File: config.mk
export PLATFORM = sky130hd
export DESIGN_NAME = spi_arbiter
export DESIGN_NICKNAME = d
export VERILOG_FILES = /design/src/rtl/spi_pkg.sv /design/src/rtl/rr_arbiter.sv /design/src/rtl/spi_arbiter.sv
export SDC_FILE = /design/constraint.sdc
export NUM_CORES = 1
export LEC_CHECK = 0
export CORE_MARGIN = 8
export CORE_UTILIZATION = 35
export DETAILED_ROUTE_END_ITERATION = 7
export PLACE_DENSITY_LB_ADDON = 0.12
export SYNTH_ARGS = -nofsm -noshare
export SYNTH_HDL_FRONTEND = slang
export SYNTH_SLANG_ARGS = --single-unit
File: constraint.sdc
create_clock -name clk -period 6.7 [get_ports clk]
set_input_delay 1.34 -clock clk [delete_from_list [all_inputs] [get_ports clk]]
set_output_delay 1.34 -clock clk [all_outputs]
set_load 0.01 [all_outputs]
File: src/rtl/spi_pkg.sv
// Shared definitions for the SPI master arbiter: FSM states, word width,
// default timeout and a small width helper.
package spi_pkg;

    localparam int SPI_DATA_W      = 16;
    localparam int SPI_TIMEOUT_CYC = 1024;

    typedef enum logic [2:0] {
        ST_IDLE      = 3'd0,
        ST_START     = 3'd1,
        ST_WAIT_LOW  = 3'd2,
        ST_WAIT_HIGH = 3'd3,
        ST_DONE      = 3'd4
    } spi_state_e;

    // Bits needed to hold an index 0..n-1 (at least one bit).
    function automatic int idx_width(input int n);
        return (n > 1) ? $clog2(n) : 1;
    endfunction

endpackage

File: src/rtl/rr_arbiter.sv
// Combinational round-robin picker: searches the request vector starting
// one position after the previous winner and wraps around.
module rr_arbiter
    import spi_pkg::*;
#(
    parameter int N_REQ = 4,
    parameter int IDX_W = idx_width(N_REQ)
) (
    input  logic [N_REQ-1:0] i_req,
    input  logic [IDX_W-1:0] i_last,
    output logic [N_REQ-1:0] o_win_onehot,
    output logic [IDX_W-1:0] o_win_idx,
    output logic             o_win_valid
);

    logic [IDX_W-1:0] w_cand_idx;

    // First pending request at or after last+1 (mod N_REQ) wins.
    always_comb begin
        o_win_onehot = '0;
        o_win_idx    = '0;
        o_win_valid  = 1'b0;
        w_cand_idx   = '0;
        for (int k = 0; k < N_REQ; k++) begin
            w_cand_idx = IDX_W'((int'(i_last) + k + 1) % N_REQ);
            if (!o_win_valid && i_req[w_cand_idx]) begin
                o_win_valid              = 1'b1;
                o_win_idx                = w_cand_idx;
                o_win_onehot[w_cand_idx] = 1'b1;
            end else begin
                o_win_valid = o_win_valid;
            end
        end
    end

endmodule

File: src/rtl/spi_arbiter.sv
// Shares one SPI master between N_REQ requesters. A round-robin winner is
// launched on the master, completion is detected from the cs low/high
// sequence, and a cycle counter aborts transfers whose cs never toggles.
module spi_arbiter
    import spi_pkg::*;
#(
    parameter int N_REQ       = 4,
    parameter int DATA_W      = SPI_DATA_W,
    parameter int TIMEOUT_CYC = SPI_TIMEOUT_CYC
) (
    input  logic                    clk,
    input  logic                    reset,
    input  logic [N_REQ-1:0]        req,
    input  logic [N_REQ*DATA_W-1:0] req_data,
    output logic [N_REQ-1:0]        gnt,
    output logic [N_REQ-1:0]        done,
    output logic [DATA_W-1:0]       rsp_data,
    output logic                    timeout_err,
    output logic                    spi_start,
    output logic [DATA_W-1:0]       spi_tx_data,
    input  logic [DATA_W-1:0]       spi_rx_data,
    input  logic                    spi_cs
);

    localparam int               IDX_W    = idx_width(N_REQ);
    localparam int               CNT_W    = $clog2(TIMEOUT_CYC + 1);
    localparam logic [CNT_W-1:0] CNT_LAST = CNT_W'(TIMEOUT_CYC - 1);
    localparam logic [CNT_W-1:0] CNT_ONE  = CNT_W'(1);
    localparam logic [IDX_W-1:0] LAST_RST = IDX_W'(N_REQ - 1);

    spi_state_e        r_state, w_state;
    logic [N_REQ-1:0]  r_gnt, w_gnt;
    logic [N_REQ-1:0]  r_done, w_done;
    logic [DATA_W-1:0] r_rsp, w_rsp;
    logic              r_to_err, w_to_err;
    logic              r_start, w_start;
    logic [DATA_W-1:0] r_tx, w_tx;
    logic [IDX_W-1:0]  r_last, w_last;
    logic [CNT_W-1:0]  r_cnt, w_cnt;
    logic              r_tout, w_tout;

    logic [N_REQ-1:0]  w_win_onehot;
    logic [IDX_W-1:0]  w_win_idx;
    logic              w_win_valid;
    logic [DATA_W-1:0] w_slice [N_REQ];

    rr_arbiter #(
        .N_REQ (N_REQ),
        .IDX_W (IDX_W)
    ) u_rr (
        .i_req        (req),
        .i_last       (r_last),
        .o_win_onehot (w_win_onehot),
        .o_win_idx    (w_win_idx),
        .o_win_valid  (w_win_valid)
    );

    // Split the flat request data bus into one word per requester.
    always_comb begin
        for (int i = 0; i < N_REQ; i++) begin
            w_slice[i] = req_data[i*DATA_W +: DATA_W];
        end
    end

    // Next-state and next-register values; pulses default low every cycle.
    always_comb begin
        w_state  = r_state;
        w_gnt    = r_gnt;
        w_done   = '0;
        w_rsp    = r_rsp;
        w_to_err = 1'b0;
        w_start  = 1'b0;
        w_tx     = r_tx;
        w_last   = r_last;
        w_cnt    = r_cnt;
        w_tout   = r_tout;
        case (r_state)
            ST_IDLE: begin
                if (w_win_valid) begin
                    w_gnt   = w_win_onehot;
                    w_tx    = w_slice[w_win_idx];
                    w_last  = w_win_idx;
                    w_start = 1'b1;
                    w_tout  = 1'b0;
                    w_state = ST_START;
                end else begin
                    w_state = ST_IDLE;
                end
            end
            ST_START: begin
                w_cnt   = '0;
                w_state = ST_WAIT_LOW;
            end
            ST_WAIT_LOW: begin
                if (!spi_cs) begin
                    w_cnt   = r_cnt + CNT_ONE;
                    w_state = ST_WAIT_HIGH;
                end else if (r_cnt == CNT_LAST) begin
                    w_tout  = 1'b1;
                    w_state = ST_DONE;
                end else begin
                    w_cnt   = r_cnt + CNT_ONE;
                end
            end
            ST_WAIT_HIGH: begin
                if (spi_cs) begin
                    w_state = ST_DONE;
                end else if (r_cnt == CNT_LAST) begin
                    w_tout  = 1'b1;
                    w_state = ST_DONE;
                end else begin
                    w_cnt   = r_cnt + CNT_ONE;
                end
            end
            ST_DONE: begin
                if (r_tout) begin
                    w_rsp = '0;
                end else begin
                    w_rsp = spi_rx_data;
                end
                w_done   = r_gnt;
                w_to_err = r_tout;
                w_gnt    = '0;
                w_state  = ST_IDLE;
            end
            default: begin
                w_gnt   = '0;
                w_state = ST_IDLE;
            end
        endcase
    end

    // FSM state register; reset abandons any transfer in flight.
    always_ff @(posedge clk or negedge reset) begin
        if (!reset) begin
            r_state <= ST_IDLE;
        end else begin
            r_state <= w_state;
        end
    end

    // Datapath, grant, pulse and timeout-counter registers.
    always_ff @(posedge clk or negedge reset) begin
        if (!reset) begin
            r_gnt    <= '0;
            r_done   <= '0;
            r_rsp    <= '0;
            r_to_err <= 1'b0;
            r_start  <= 1'b0;
            r_tx     <= '0;
            r_last   <= LAST_RST;
            r_cnt    <= '0;
            r_tout   <= 1'b0;
        end else begin
            r_gnt    <= w_gnt;
            r_done   <= w_done;
            r_rsp    <= w_rsp;
            r_to_err <= w_to_err;
            r_start  <= w_start;
            r_tx     <= w_tx;
            r_last   <= w_last;
            r_cnt    <= w_cnt;
            r_tout   <= w_tout;
        end
    end

    assign gnt         = r_gnt;
    assign done        = r_done;
    assign rsp_data    = r_rsp;
    assign timeout_err = r_to_err;
    assign spi_start   = r_start;
    assign spi_tx_data = r_tx;

endmodule

Fig. 1: run 1, M1 wires
Bar = 20 um.
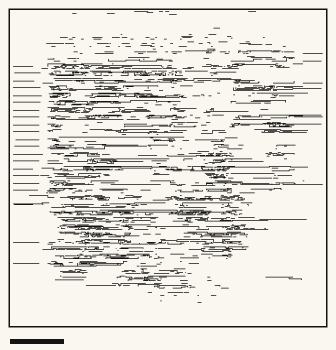
- share of all routed wire: 45%
- longest straight run: 46.5 um
- wire length on this layer: 5100 um
- main direction: horizontal
- nets with wire on the layer: 554
final wirelength: 11.33 mm
GR Layer Usage met1: 19.57%
routed via count: 3555

Fig. 2: run 1, met2 routing
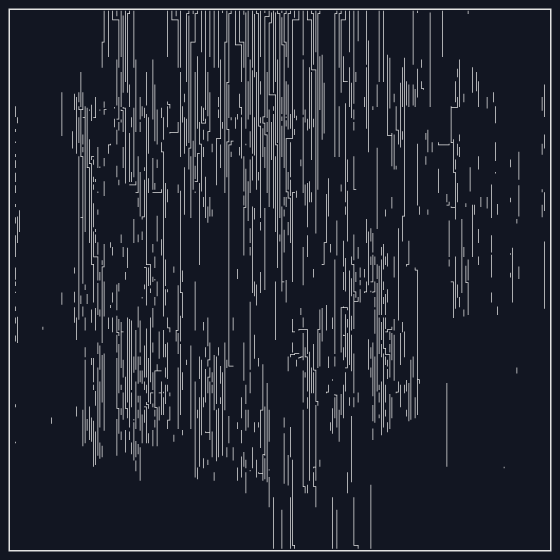
- main direction: vertical
- wire length on this layer: 5380 um
- longest straight run: 48.1 um
- nets with wire on the layer: 499
- share of all routed wire: 47%
global routing usage on met2: 26.30%

==> job_summary.md, run 1 <==
## Synthesis and layout report

| Metric | Value |
|---|---|
| CP startpoint | req[3] |
| Synth top area share | 39.64% |
| CP bufs+invs | 2 |
| Ys flop type | dfrtp_1 |
| Avg WL per Cell | 17.25 um |
| RR Startpoint | r_last[0] |
| CP dominant cell by count | mux2i_1 |
| Levels on crit path | 8 |
| Sequential standard cell area | ~0.0015 mm^2 |
| Yosys simple share | 22.74% |
| Ys cells | 406 |
| Seq/total area | 28.79% |
| Period utilization | between 60% and 70% |
| Comb area | 0.001954 mm^2 |
| Diodes inserted | 0 |
| Max-Cap Viols | 0 |
| Cell area leaders | dfrtp_1, o21ai_0, a21oi_1 |
| Total CTS buffers | 9 |
| Synth warn | 0 |
| Slew @ Worst Pin | 1.254 ns |
| Max_slew headroom | 16.31% |
| Clock buf count | 9 |
| PwrDens | 440.9 mW/mm^2 |
| Avg Inst Size Synth | 8.863 um^2 |
| Post-CTS Setup Inserts | 0 |
| Largest power group | combinational logic |
| Top Layout Cells | clkdlybuf4s50_1, dfrtp_1, o21ai_0 |
| Core area | 0.01014 mm^2 |
| GP Congestion | roughly 0.86 |
| Crit path DRT | 6.96 ns |
| Worst-path clk slew | 0.07 ns |
| Crit path max-delay cell type | clkdlybuf4s50_1 |
| Synth area leader | dfrtp_1 |
| Final worst slack | approximately 2.6 ns |
| Fin nets | roughly 610 |
| Comb gates | 308 |
| Combinational power share | 56.9% |
| Yosys cell types | 57 |
| Reg2Reg Depth | 9 |
| Pleak | 2.103 nW |
| DIE AREA | 0.01378 mm^2 |
| CTS tree | yes |
| Max incr delay on CP | 0.72 ns |
| Crit Path Class | input pin to flop |
| Initial antenna violation count | 0 |
| Status | finished clean |
| Pre-Place Util | 35.49% |
| Worst setup SP type | input pin |
| Power Clock | around 0.36 mW |
| Fin area | 0.005137 mm^2 |
| Top-Level Pins | 129 |
| Synthesized area | ~0.0036 mm^2 |
| Min-Delay Path Class | flop to flop |
| Commonest Layout Cell | clkdlybuf4s50_1 |
| First-pass GRT wire length | 18.31 mm |
| FF-to-FF End | spi_tx_data[4] |
| Yosys top cell by instances | dfrtp_1 |
| GR Util All Layers | 15.94% |
| Syn Nets | 502 |
| Grt peak-use layer | met2 |
| WL met1 | about 5 mm |
| WL met3 | approximately 730 um |
| Signal buffers | between 100 and 150 |
| DRT Pass-1 Iters | 4 |
| Fill cells | 964 |
| Synth Seq Share | 41.10% |
| Registers | around 60 |
| Sw frac | 44.61% |
| Top cells by count | dfrtp_1, o21ai_0, nand2_1 |
| Setup TNS | 0 ns |
| Routed wl met2 | 5.376 mm |
| Post-route insts no fill | about 660 |
Fig. 3: run 1, M3 wires
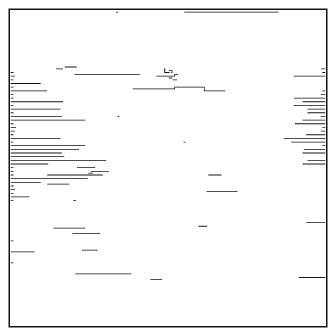
- wire length on this layer: 732 um
- longest straight run: 35.2 um
- nets with wire on the layer: 85
GRT met3 Usage: 4.940%

--- run 2 (diff from run 1) ---
==> constraint.sdc (replaced) <==
create_clock -name clk -period 4.3 [get_ports clk]
set_input_delay 0.86 -clock clk [delete_from_list [all_inputs] [get_ports clk]]
set_output_delay 0.86 -clock clk [all_outputs]
set_load 0.01 [all_outputs]
Fig. 4: run 2, M1 wires
Bar = 20 um.
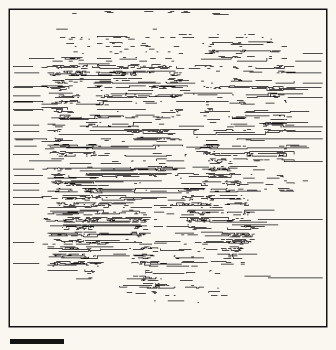
- wire length on this layer: 5090 um
- nets with wire on the layer: 544
- share of all routed wire: 45%
- longest straight run: 33.6 um
routed via count: 3594
GR Layer Usage met1: 20.12%
final wirelength: 11.42 mm

Fig. 5: run 2, met4 routing
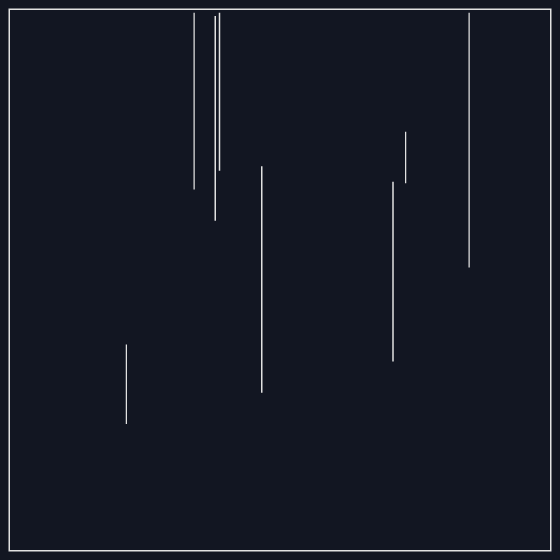
- share of all routed wire: 2.5%
- longest straight run: 55.1 um

==> run 2 against run 1 <==
First-iteration DRC count grew 22%. Highest routed layer unchanged. Wire length increased by 0.79%. Critical path type is now flop to flop. Final cell count up 0.30%. Synthesized area unchanged. Largest cell class unchanged.
==> job_summary.md, run 2 <==
## Synthesis and layout report

| Metric | Value |
|---|---|
| Status | finished clean |
| Reg2Reg Depth | 8 (-1) |
| Initial antenna violation count | 0 (unchanged) |
| Synth top area share | 39.64% (unchanged) |
| Post-synth EDFFs | 0 |
| Pleak | 2.099 nW (-0.19%) |
| Global routing usage on met2 | 25.04% (-1.3 points) |
| Fin area | 0.005111 mm^2 (-0.51%) |
| Routed wl met2 | 5.235 mm (-2.6%) |
| Final hold viol count | 0 |
| Total Power | 3.422 mW |
| Synth area leader | dfrtp_1 |
| Levels on crit path | 8 (unchanged) |
| WL met1 | 5.094 mm (about the same) |
| Commonest Layout Cell | clkdlybuf4s50_1 |
| Avg WL per Cell | 17.33 um (+0.48%) |
| Crit path DRT | 4.57 ns (-2.39 ns) |
| Hold Crit Start | rsp_data[14] |
| RR Startpoint | r_last[0] |
| Reg power frac | 28.2% |
| Ys cells | 406 (unchanged) |
| Crit Path Class | flop to flop |
| PwrDens | 669.6 mW/mm^2 (+52%) |
| Worst setup SP type | flop |
| CP startpoint | r_last[0] |
| Final worst slack | 0.6968 ns (-1.922 ns) |
| GRT met3 Usage | 4.652% (-0.29 points) |
| CTS Hold Bufs | 0 |
| GR Util All Layers | 16.08% (+0.14 points) |
| Synth warn | 0 (unchanged) |
| Post-CTS Setup Inserts | 0 (unchanged) |
| Setup TNS | 0 ns (unchanged) |
| Signal buffers | 132 (+2.3%) |
| Comb area | 0.001954 mm^2 (unchanged) |
| Fin nets | 615 (+0.49%) |
| Comb gates | 308 (unchanged) |
| Synthesized area | 0.003598 mm^2 (unchanged) |
| Slew @ Worst Pin | 1.028 ns (-0.2262 ns) |
| Diodes inserted | 0 (unchanged) |
| Total CTS buffers | 9 (unchanged) |
| Top Layout Cells | clkdlybuf4s50_1, dfrtp_1, o21ai_0 |
| Grt peak-use layer | met2 |
| Period utilization | between 80% and 90% |
| First-pass GRT wire length | 18.25 mm (-0.30%) |
| CP bufs+invs | 1 (-1) |
| Yosys simple share | 22.74% (unchanged) |
| Logic family by area | AND-OR/OR-AND gates |
| CP Capture Type | flop |
| # Taps | approximately 140 |
| Pre-Place Util | 35.49% (unchanged) |
| Yosys top cell by instances | dfrtp_1 |
| Fill cells | 973 (+0.93%) |
| Sw frac | 45.31% (+0.70 points) |
| FF-to-FF End | spi_tx_data[4] |
| Post-route insts no fill | 659 (+0.30%) |
| DIE AREA | 0.01378 mm^2 (unchanged) |
| CTS tree | yes |
| Max_slew headroom | 31.48% (+15 points) |
| Clk_lat worst skew | 0.34 ns |
| Ys flop type | dfrtp_1 |
| Ys async rst share | 100.0% |
| Seq/total area | 28.94% (+0.15 points) |
| Clock buf count | 10 (+1) |
| GP Congestion | 0.9018 (+4.8%) |
| Yosys cell types | 57 (unchanged) |
| Core area | 0.01014 mm^2 (unchanged) |
| Max incr delay on CP | 0.76 ns (+0.04 ns) |
| Inverters excl. clock | 9 |
| Power Clock | 0.429 mW (+21%) |
| Crit path max-delay family | AND-OR/OR-AND gates |
| Largest power group | combinational logic |
| Registers | 59 (unchanged) |
| Top-Level Pins | 129 (unchanged) |
| Combinational power share | 59.2% (+2.3 points) |
| Cell area leaders | dfrtp_1, o21ai_0, a21oi_1 |
| Worst-path clk slew | 0.06 ns (about the same) |
| Syn Nets | 502 (unchanged) |
| WL met3 | 806 um (+10%) |
| DRC | 0 |
| Top cells by count | dfrtp_1, o21ai_0, nand2_1 |
| Min-Delay Path Class | flop to flop |
| Sequential standard cell area | 0.001479 mm^2 (unchanged) |
| Crit path max-delay cell type | dfstp_2 |
| DRT Pass-1 Iters | 4 (unchanged) |
| Avg Inst Size Synth | 8.863 um^2 (unchanged) |
| Max-Cap Viols | 0 (unchanged) |
| Synth Seq Share | 41.10% (unchanged) |
--- run 3 (diff from run 2) ---
==> constraint.sdc (replaced) <==
create_clock -name clk -period 3.6 [get_ports clk]
set_input_delay 0.72 -clock clk [delete_from_list [all_inputs] [get_ports clk]]
set_output_delay 0.72 -clock clk [all_outputs]
set_load 0.01 [all_outputs]
Fig. 6: run 3, M3 wires
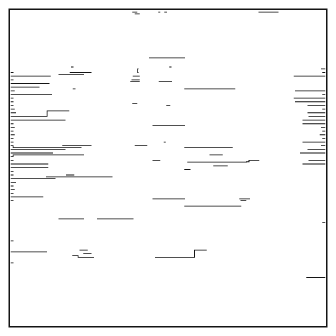
- wire length on this layer: 700 um
- main direction: horizontal
- nets with wire on the layer: 89
GRT met3 Usage: 5.132%
routed via count: 3612
final wirelength: 11.38 mm

Fig. 7: run 3, met4 routing
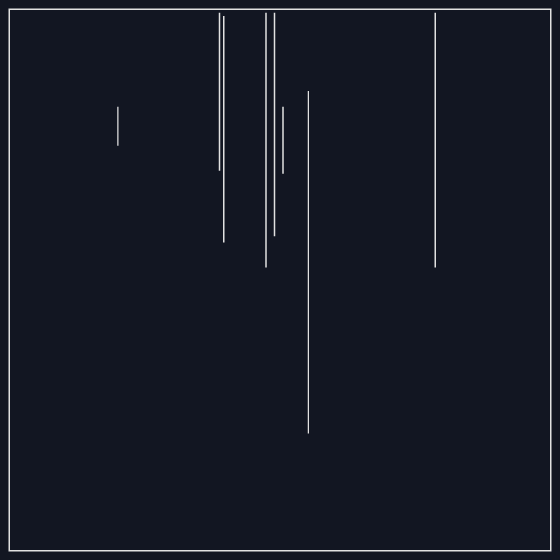
- main direction: vertical
- wire length on this layer: 338 um

==> run 3 against run 2 <==
Via count is 0.50% higher. Clock-buffer cell count is 1 higher. Worst setup slack got worse by 0.37 ns. Largest cell class unchanged. Largest power group unchanged.
==> job_summary.md, run 3 <==
## Synthesis and layout report

| Metric | Value |
|---|---|
| Max-Cap Viols | 0 (unchanged) |
| Post-Synth AOI/OAI Area | 23.57% |
| Sequential standard cell area | 0.001479 mm^2 (unchanged) |
| Final min period | between 3 and 4 ns |
| Crit path max-delay family | AND-OR/OR-AND gates |
| WL met1 | 5.047 mm (-0.92%) |
| Reg2Reg Depth | 8 (unchanged) |
| Post-CTS Setup Inserts | 0 (unchanged) |
| Combinational power share | 57.4% (-1.8 points) |
| Largest power group | combinational logic |
| Yosys cell types | 57 (unchanged) |
| Leading cell kind | multi-input combinational cells |
| Worst-path clk slew | 0.07 ns (about the same) |
| First-pass GRT wire length | 18.49 mm (+1.3%) |
| CP bufs+invs | 1 (unchanged) |
| Ys cells | 406 (unchanged) |
| Commonest Layout Cell | clkdlybuf4s50_1 |
| Initial antenna violation count | 1 (+1) |
| DIE AREA | 0.01378 mm^2 (unchanged) |
| Final worst slack | 0.3259 ns (-0.3709 ns) |
| Crit path max-delay cell type | dfstp_2 |
| Fin nets | 621 (+0.98%) |
| P_comb | roughly 2.5 mW |
| GP Congestion | 0.8881 (-1.5%) |
| Total CTS buffers | 9 (unchanged) |
| Fill cells | 966 (-0.72%) |
| Routed wl met2 | 5.296 mm (+1.2%) |
| CP Capture Type | flop |
| Synth top area share | 39.64% (unchanged) |
| Max_slew headroom | 37.95% (+6.5 points) |
| Clock buf count | 11 (+1) |
| CTS Hold Bufs | 0 (unchanged) |
| Post_cts resized | 0 |
| Diodes inserted | 1 (+1) |
| Signal buffers | 138 (+4.5%) |
| Final hold viol count | 0 (unchanged) |
| PwrDens | 837.7 mW/mm^2 (+25%) |
| Post-synth EDFFs | 0 (unchanged) |
| Post-route insts no fill | 667 (+1.2%) |
| Avg Inst Size Synth | 8.863 um^2 (unchanged) |
| Registers | 59 (unchanged) |
| GR Util All Layers | 16.37% (+0.29 points) |
| Yosys simple share | 22.74% (unchanged) |
| CP startpoint | r_last[1] |
| RR Startpoint | r_last[1] |
| Min-Delay Path Class | input pin to asynchronous set/reset pin |
| Fin area | 0.005233 mm^2 (+2.4%) |
| Comb gates | 308 (unchanged) |
| Levels on crit path | 8 (unchanged) |
| Crit path DRT | 3.83 ns (-0.74 ns) |
| Worst setup SP type | flop |
| Fmax | 305.4 MHz |
| Worst vdd ir | 0.5628 mV |
| Synthesized area | 0.003598 mm^2 (unchanged) |
| DRC | 0 (unchanged) |
| Core area | 0.01014 mm^2 (unchanged) |
| Number of OpenROAD warnings | 33 |
| DRT Pass-1 Iters | 5 (+1) |
| Max incr delay on CP | 0.65 ns (-0.11 ns) |
| Total Power | 4.383 mW (+28%) |
| Status | finished clean |
| CTS tree | yes |
| Synth warn | 0 (unchanged) |
| Period utilization | 90.95% (+7.2 points) |
| Cell area leaders | dfrtp_1, o21ai_0, a21oi_1 |
| Clk_lat worst skew | 0.35 ns (about the same) |
| Global routing usage on met2 | 25.79% (+0.75 points) |
| Pre-Place Util | 35.49% (unchanged) |
| Logic family by area | AND-OR/OR-AND gates |
| Reg power frac | 25.7% (-2.5 points) |
| Seq/total area | 28.26% (-0.67 points) |
| Final setup violation count | 0 |
| Pleak | 2.167 nW (+3.2%) |
| Grt peak-use layer | met2 |
| Ys async rst share | 100.0% (unchanged) |
| Sw frac | 42.67% (-2.6 points) |
| Ys flop type | dfrtp_1 |
| # Taps | 136 (unchanged) |
| GR Layer Usage met1 | 20.25% (+0.13 points) |
| Crit Path Class | flop to flop |
| Top Layout Cells | clkdlybuf4s50_1, dfrtp_1, o21ai_0 |
| Setup TNS | 0 ns (unchanged) |
| Power Clock | 0.742 mW (+73%) |
| CTS root buffer | clkbuf_8 |
| Avg WL per Cell | 17.06 um (-1.6%) |
| WL met3 | 699 um (-13%) |
| FF-to-FF End | spi_tx_data[14] |
| Comb area | 0.001954 mm^2 (unchanged) |
| Top-Level Pins | 129 (unchanged) |
| Inverters excl. clock | 9 (unchanged) |
| Top cells by count | dfrtp_1, o21ai_0, nand2_1 |
| Synth area leader | dfrtp_1 |
| Slew @ Worst Pin | 0.9264 ns (-0.1014 ns) |
| Syn Nets | 502 (unchanged) |
| Synth Seq Share | 41.10% (unchanged) |
| Post-placement cell count | 650 |
| Yosys top cell by instances | dfrtp_1 |
No activity file was given, so power comes from the tool's default toggle rates.
